<file path="src/rtl/gt_bank_reset_sequencer.sv">
// Bring-up sequencer for one GTH bank: shared QPLL reset, lock wait, per-lane
// gtwiz_reset_all pulse and reset-done wait, with timeout retries and fault.
module gt_bank_reset_sequencer #(
    parameter int unsigned NUM_LANES       = 3,
    parameter int unsigned QPLL_RST_CYCLES = 16,
    parameter int unsigned LANE_RST_CYCLES = 16,
    parameter int unsigned LOCK_TIMEOUT    = 50000,
    parameter int unsigned DONE_TIMEOUT    = 100000,
    parameter int unsigned MAX_RETRY       = 3
) (
    input  logic                 dclk,
    input  logic                 sys_reset_n,
    input  logic                 start,
    input  logic [NUM_LANES-1:0] gtpowergood_in,
    input  logic                 qpll_lock_in,
    input  logic [NUM_LANES-1:0] tx_done_in,
    input  logic [NUM_LANES-1:0] rx_done_in,
    output logic                 qpll_reset_out,
    output logic [NUM_LANES-1:0] gtwiz_reset_all_out,
    output logic                 link_ready_out,
    output logic                 fault_out,
    output logic [2:0]           state_out,
    output logic [1:0]           retry_cnt_out
);

    localparam int unsigned TIMER_W = $clog2(DONE_TIMEOUT + 1);
    localparam int unsigned SYNC_W  = 3 * NUM_LANES + 1;

    typedef enum logic [2:0] {
        WAIT_PG   = 3'd0,
        QPLL_RST  = 3'd1,
        WAIT_LOCK = 3'd2,
        LANE_RST  = 3'd3,
        WAIT_DONE = 3'd4,
        READY     = 3'd5,
        FAULT     = 3'd6
    } state_t;

    // Synchroniser bit layout: {powergood, lock, tx_done, rx_done}
    logic [SYNC_W-1:0]    async_in;
    logic [SYNC_W-1:0]    sync_q1;
    logic [SYNC_W-1:0]    sync_q2;
    logic [NUM_LANES-1:0] pg_s;
    logic [NUM_LANES-1:0] tx_s;
    logic [NUM_LANES-1:0] rx_s;
    logic                 lock_s;
    logic                 all_pg;
    logic                 all_done;

    state_t               state_q;
    state_t               state_d;
    logic [1:0]           retry_q;
    logic [1:0]           retry_d;
    logic [1:0]           retry_inc;
    logic [TIMER_W-1:0]   timer_q;
    logic [TIMER_W-1:0]   timer_d;
    logic                 timeout;

    logic                 qpll_reset_d;
    logic [NUM_LANES-1:0] gtwiz_reset_all_d;
    logic                 link_ready_d;
    logic                 fault_d;

    assign async_in = {gtpowergood_in, qpll_lock_in, tx_done_in, rx_done_in};

    always_ff @(posedge dclk or negedge sys_reset_n) begin
        if (!sys_reset_n) begin
            sync_q1 <= '0;
            sync_q2 <= '0;
        end else begin
            sync_q1 <= async_in;
            sync_q2 <= sync_q1;
        end
    end

    assign rx_s     = sync_q2[0 +: NUM_LANES];
    assign tx_s     = sync_q2[NUM_LANES +: NUM_LANES];
    assign lock_s   = sync_q2[2*NUM_LANES];
    assign pg_s     = sync_q2[2*NUM_LANES+1 +: NUM_LANES];
    assign all_pg   = &pg_s;
    assign all_done = (&tx_s) & (&rx_s);

    // State, retry counter, shared timer and output register
    always_ff @(posedge dclk or negedge sys_reset_n) begin
        if (!sys_reset_n) begin
            state_q             <= WAIT_PG;
            retry_q             <= 2'd0;
            timer_q             <= '0;
            qpll_reset_out      <= 1'b1;
            gtwiz_reset_all_out <= '1;
            link_ready_out      <= 1'b0;
            fault_out           <= 1'b0;
        end else begin
            state_q             <= state_d;
            retry_q             <= retry_d;
            timer_q             <= timer_d;
            qpll_reset_out      <= qpll_reset_d;
            gtwiz_reset_all_out <= gtwiz_reset_all_d;
            link_ready_out      <= link_ready_d;
            fault_out           <= fault_d;
        end
    end

    // Next state, retry count, timer and output decode of the next state
    always_comb begin
        state_d           = state_q;
        retry_d           = retry_q;
        timer_d           = '0;
        timeout           = 1'b0;
        retry_inc         = retry_q;
        qpll_reset_d      = 1'b0;
        gtwiz_reset_all_d = '1;
        link_ready_d      = 1'b0;
        fault_d           = 1'b0;

        unique case (state_q)
            WAIT_PG: begin
                if (all_pg) state_d = QPLL_RST;
            end
            QPLL_RST: begin
                if (timer_q == TIMER_W'(QPLL_RST_CYCLES - 1)) state_d = WAIT_LOCK;
            end
            WAIT_LOCK: begin
                if (lock_s) state_d = LANE_RST;
                else if (timer_q >= TIMER_W'(LOCK_TIMEOUT)) timeout = 1'b1;
            end
            LANE_RST: begin
                if (timer_q == TIMER_W'(LANE_RST_CYCLES - 1)) state_d = WAIT_DONE;
            end
            WAIT_DONE: begin
                if (all_done) state_d = READY;
                else if (timer_q >= TIMER_W'(DONE_TIMEOUT)) timeout = 1'b1;
            end
            READY: begin
                if (!lock_s) begin
                    state_d = QPLL_RST;
                    retry_d = 2'd0;
                end else if (!all_done) begin
                    state_d = LANE_RST;
                end
            end
            FAULT: begin
                state_d = FAULT;
            end
            default: begin
                state_d = WAIT_PG;
            end
        endcase

        // Saturating retry increment; fault once the budget is used up
        if (timeout) begin
            retry_inc = (retry_q == 2'd3) ? retry_q : retry_q + 2'd1;
            retry_d   = retry_inc;
            state_d   = (retry_inc == 2'(MAX_RETRY)) ? FAULT : QPLL_RST;
        end

        if (!all_pg && (state_q != WAIT_PG) && (state_q != FAULT)) begin
            state_d = WAIT_PG;
            retry_d = retry_q;
        end

        if (start) begin
            state_d = WAIT_PG;
            retry_d = 2'd0;
        end

        // Timer restarts on every state entry, including a start re-entry
        if ((state_d != state_q) || start) timer_d = '0;
        else if (timer_q != '1) timer_d = timer_q + TIMER_W'(1);
        else timer_d = timer_q;

        qpll_reset_d      = (state_d == WAIT_PG) || (state_d == QPLL_RST) || (state_d == FAULT);
        gtwiz_reset_all_d = ((state_d == WAIT_DONE) || (state_d == READY)) ? '0 : '1;
        link_ready_d      = (state_d == READY);
        fault_d           = (state_d == FAULT);
    end

    assign state_out     = state_q;
    assign retry_cnt_out = retry_q;

endmodule

</file>
<file path="config.mk">
export PLATFORM = sky130hd
export DESIGN_NAME = gt_bank_reset_sequencer
export DESIGN_NICKNAME = d
export VERILOG_FILES = /design/src/rtl/gt_bank_reset_sequencer.sv
export SDC_FILE = /design/constraint.sdc
export NUM_CORES = 1
export LEC_CHECK = 0
export ABC_CLOCK_PERIOD_IN_PS = 2810
export CORE_MARGIN = 2
export CORE_UTILIZATION = 50
export CTS_CLUSTER_SIZE = 20
export DETAILED_ROUTE_END_ITERATION = 6
export HOLD_SLACK_MARGIN = 0.15
export PLACE_DENSITY = 0.75
export SLEW_MARGIN = 30
export SYNTH_ARGS = -nofsm -noshare
export SYNTH_HDL_FRONTEND = slang
export SYNTH_SLANG_ARGS = --single-unit
export TNS_END_PERCENT = 1
</file>
<file path="constraint.sdc">
create_clock -name dclk -period 2.81 [get_ports dclk]
set_input_delay 0.7025 -clock dclk [delete_from_list [all_inputs] [get_ports dclk]]
set_output_delay 0.7025 -clock dclk [all_outputs]
set_load 0.005 [all_outputs]
</file>
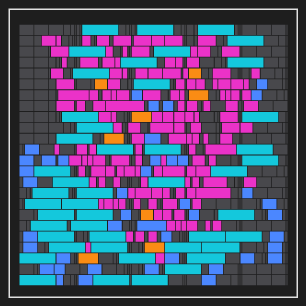
*Cells colored by class*
(4 px per µm) Fill, decap, tap and diode cells in gray.
- cyan: flip-flops (cells 46; share of their area 42%)
- magenta: all other logic (cells 145; share of their area 40%)
- orange: clock drivers and dummy loads (cells 8; share of their area 3.5%)
- blue: other buffers and delay cells (cells 42; share of their area 14%)
final core utilization: 0.641
Core Area: 4380 µm²
# rows: 24
final instance area: 2810 µm²

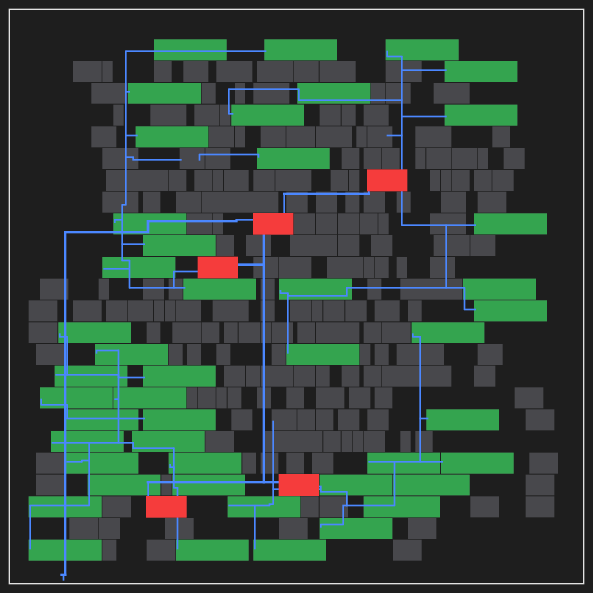
*Clock network drawn from the DEF*
(8 px per µm)
- red: cells driving clock nets (count 5)
- green: flip-flops (count 46)
- blue: clock wires (length 534 µm)
- routed clock nets: 6
clock network fraction of total power: 0.343
P_clk: 0.428 mW
Clock Skew: 0.0113 ns
clk latency late pin: 0.31 ns

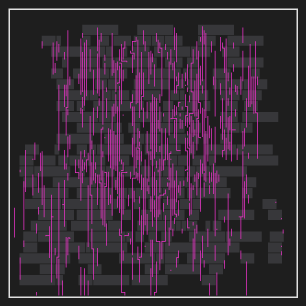
*Signal wires on met2*
(4 px per µm) Cells faint in the background.
- main direction: vertical
- nets with wire on the layer: 219
M2 GR Usage: 0.306
final WL: 4720 µm

==> qor.csv <==
metric;value;unit
status;completed;
Seq share, synth;0.505;
post-route setup slack;0.0441;ns
Net Sw Frac;0.260;
arrival time at the worst endpoint;2.98;ns
combinational power share;0.100;
syn nets;222;
Port Buffers;23;
PwrDens;443;nW/µm²
fmax;362;MHz
pre-CTS WS;-0.320;ns
share of layout cells above drive strength 1;0.232;
Largest Register;timer_q;
Via density;5.79;
Power Combinational;0.124;mW
top cells, area;dfrtp_1 (48%), nor4_2 (6.0%), xor2_1 (3.4%);
I/O Pins;24;
Max H-tree Level;2;
Flop pwr share;0.557;
chip area;5130;µm²
Final Hold Viols;0;
Reg2Reg Depth;9;
slew margin rel.;0.581;
Synth cell types;49;
die extent in x;71.6;µm
drt initial violations;68;
comb area leader;simple AND/OR/NAND/NOR gates;
Critical Path Start;start;
fp util;0.521;
XOR/XNOR Area Share;0.0613;
Yosys top cell by area;dfrtp_1;
Yosys warnings;0;
top cells by count;dfrtp_1 (44), nor2_1 (13), nor4_1 (11), nor4_2 (11);
Synth Area in Simple Gates;0.261;
worst-margin pin slew;0.623;ns
Final Max Tran Viols;0;
total net switching power;0.324;mW
Reg clk slew, reported paths;0.10;ns
EDFF count, synth;0;
first-pass GRT wire length;7990;µm
worst hold path class;in -> async;
final net count;256;
DR WL/cell;16.1;µm
# diodes;0;
Multiplexer share;0.0131;
max reg flops;17;
crit path launch type;input port;
reg-to-reg endpoint;timer_q[4];
maximum VDD drop;494;µV
clock tree buffer depth;2;
gp weighted congestion;0.919;
Top pwr grp;registers;
R2R Path Start;timer_q[13];
FFs w/ async S/R, synth;1.00;
Setup TNS;0;ns
Setup crit end;timer_q[4];
Mean Syn Cell Area;11.1;µm²
GRT Util Overall;0.204;
share of the synthesized area in the top cell type;0.482;
reg2reg setup slack;0.15;ns
yosys aoi share;0.0947;
via count;1697;
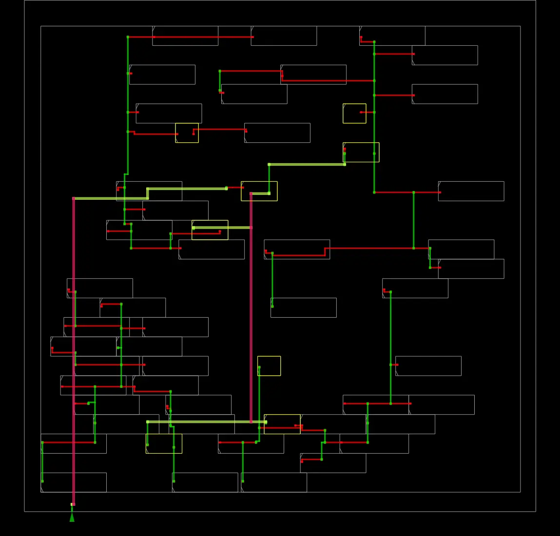
*Clock wiring as the flow saved it*
Sink Count: 46
total CTS buffers: 5
flip-flops: 46
Clock buffer cells: 5

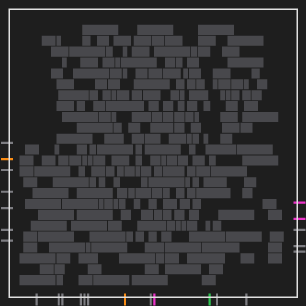
*I/O pins on the die edge*
(4 px per µm) Pins as bars across the die edge, other pins in gray.
- orange: `retry_cnt_out` (pins 2; direction output; edge 1 left, 1 bottom)
- green: `fault_out` (pins 1; direction output; edge bottom)
- magenta: `state_out` (pins 3; direction output; edge 2 right, 1 bottom)
- all pins by edge: 12 bottom, 7 left, 5 right

[placed cells by master, fill, tap and decap left out, types with 3 or more instances in the layout]
master,count
dfrtp_1,44
nand3_1,8
nor4_2,14
o211ai_1,3
buf_4,17
nor2_1,13
or4_1,3
inv_1,6
a21oi_1,4
ha_1,3
nand2_1,9
xnor2_1,7
nor2b_1,3
nand4_1,6
o21ai_0,4
xor2_1,9
nand2b_1,4
clkbuf_8,5
clkdlybuf4s50_1,22
mux2i_1,3
nor4_1,6
inv_6,3
nor3_1,6
[critical path, stage by stage]
cell             delay (ns)
clkdlybuf4s50_1        0.50
and4b_1                0.22
a31o_2                 0.25
o31ai_1                0.13
o311ai_4               0.18
xnor2_1                0.15
or3b_1                 0.41
buf_6                  0.18
nor4_2                 0.27
[kinds of logic (layout without fill, tap and decap cells)]
group	Yosys count	after routing
flops	46	46
xor+xnor	16	16
buf+inv	21	56
simple gates	90	90
fa+ha+maj	3	3
mux	3	3
compound gates	27	27
[layout make-up]
class                      count  area (µm²)
clock buffer                   5        68.8
clock inverter                 3        26.3
fill                         361        1580
inverter                       6        22.5
multi-input combinational    139        1090
sequential                    46        1150
tap                           52        65.1
timing repair buffer          42         384
[per-stage QoR]
step	util	total power, mW	instances	area, µm²	hold WS, ns
6_report	0.641	1.25	293	2810	0.204
5_1_grt	0.641	1.30	293	2810	0.195
4_1_cts	0.623	1.25	292	2730	0.197
3_5_place_dp	0.601	0.816	284	2640	0.335
3_3_place_gp	0.601	0.812	284	2640	0.333
2_1_floorplan	-	0.763	206	2290	0.331
[per-layer routing]
layer  vias to the layer above  part of all wire  wire length (µm)  global-route usage
li1                        822                 -                 -                   -
met5                         -                 0                 0                   0
met4                         0             0.021                97              0.0881
met3                         7             0.047               223              0.0534
met2                        43              0.47              2240               0.306
met1                       825              0.46              2160               0.282
Power is estimated from default activity; no workload was simulated.
